Design pulse_train_gen, sky130hd; sources not shown.
### Routing congestion map

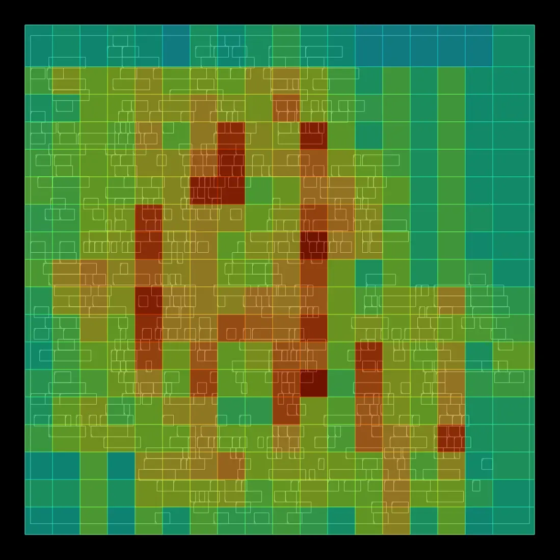
met1 GRT Util: 21.7%
Wirelength per Cell: 16.5 microns

### Clock distribution

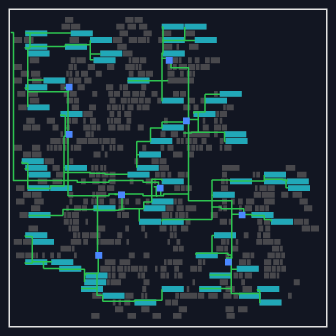
blue -> clock-net drivers  # count 9
green -> clock wires  # length 1120 microns
cyan -> flip-flops  # count 69
flops lie = spread over the die
routed clock nets = 10
insertion delay of the later-clocked pin in the worst-skew pair: 0.45 ns
Clock power frac: 14.7%
clk pwr: 0.470 mW

==> impl_metrics.toml <==
# flow metrics
[placement]
gp_routability_congestion = 0.784
place_ws_ns = 0.320
count_of_input_and_output_buffers = 47

[setup_path]
regToRegSetupSlack_ns = 0.64
crit_buf_inv = 0
crit_chain = "ha_1 -> nand3_1 -> or4_1 -> nand3_1 -> o2111a_2 -> a311o_2 -> o211ai_1 -> o31a_1"
worstSetupEndpointType = "register"
cp_slowest_stage_delay_ns = 0.56
path_depth = 8
critPathLaunchType = "register"

[floorplanning]
floorplan.rows = 45

[cells_and_area]
post_route_cells_drive_above_1_share_pct = 14.5
n_clock_buffer = 9
dominant_cells = "multi-input combinational cells"
clk_share_pct = 2.24
signal_buffers = 58
num-multi-input-gates = 385
number_of_standard_cells_in_the_layout_taps_in_and_fillers_out = 759
comb_area_sq_um = 2720
area.sequential_sq_um = 1730
final_layout_top_logic_cells = "sky130_fd_sc_hd__dfrtp_1 (69), sky130_fd_sc_hd__clkdlybuf4s50_1 (46), sky130_fd_sc_hd__nand2_1 (40), sky130_fd_sc_hd__mux2_2 (37), sky130_fd_sc_hd__nor2_1 (35)"
comb_share_pct = 49.8

[yosys]
xor_share_pct = 10.7
synth.yosys.chip_area_sq_um = 4590
synth.most_common_cell = "sky130_fd_sc_hd__dfrtp_1"
top_cells_by_area = "sky130_fd_sc_hd__dfrtp_1 (38%), sky130_fd_sc_hd__mux2_2 (9.1%), sky130_fd_sc_hd__xnor2_1 (6.3%), sky130_fd_sc_hd__xor2_1 (4.4%), sky130_fd_sc_hd__nand2_1 (3.3%)"
post_synth_num_cell_types = 58
synth_async_sr_flop_share_pct = 100
mux_share_pct = 9.74
largest_area_cell = "sky130_fd_sc_hd__dfrtp_1"
synth_warnings = 0
adder_share_synth_pct = 3.00
synth.yosys.num_cells = 489
topCombFamilyByArea = "simple AND/OR/NAND/NOR gates"
yosys.area_share.aoi_pct = 15.1
ys_sh_simple_pct = 20.4
netlist_top_cells_count = "sky130_fd_sc_hd__dfrtp_1 (69), sky130_fd_sc_hd__nand2_1 (40), sky130_fd_sc_hd__mux2_2 (37)"
ys.flops = 69
yosys.stat.seqShare_pct = 37.6
synth.cell_area_sq_um = 4590

[clocking]
clock_tree.buffer_depth = 2
clock_buffer_count_from_cts = 9
tritoncts_clock_tree = "yes"
clock_pin_slew_on_the_worst_setup_and_hold_paths_ns = 0.12
cts_hold_repair.buffers = 0

[job]
stage_log_warnings = 31
max_cap_viols = 0

[drt]
met2RoutedLength_mm = 5.63
maxUsedRoutingLayer = "met4"
routedLengthMet1_mm = 5.87
firstDrtPassIters = 4

[timing]
transition_at_the_pin_with_the_smallest_max_transition_slack_ns = 0.796

[power]
pwr_density_cell_nw_per_um2 = 584
power.leakage_nw = 2.00
power_frac_seq_pct = 43.6
peakVddDrop_mv = 0.283
internal_power_mw = 1.89
power_combinational_mw = 1.33
total_power_mw = 3.19

[global_route]
maximum_number_of_pins_on_one_net_before_global_route_repair = 39
global_route.peak_usage_layer = "met2"

[outcome]
status = "finished, final reports clean"

[min_path]
hp-class = "input port to asynchronous set/reset pin"
Power and IR drop assume default switching activity.
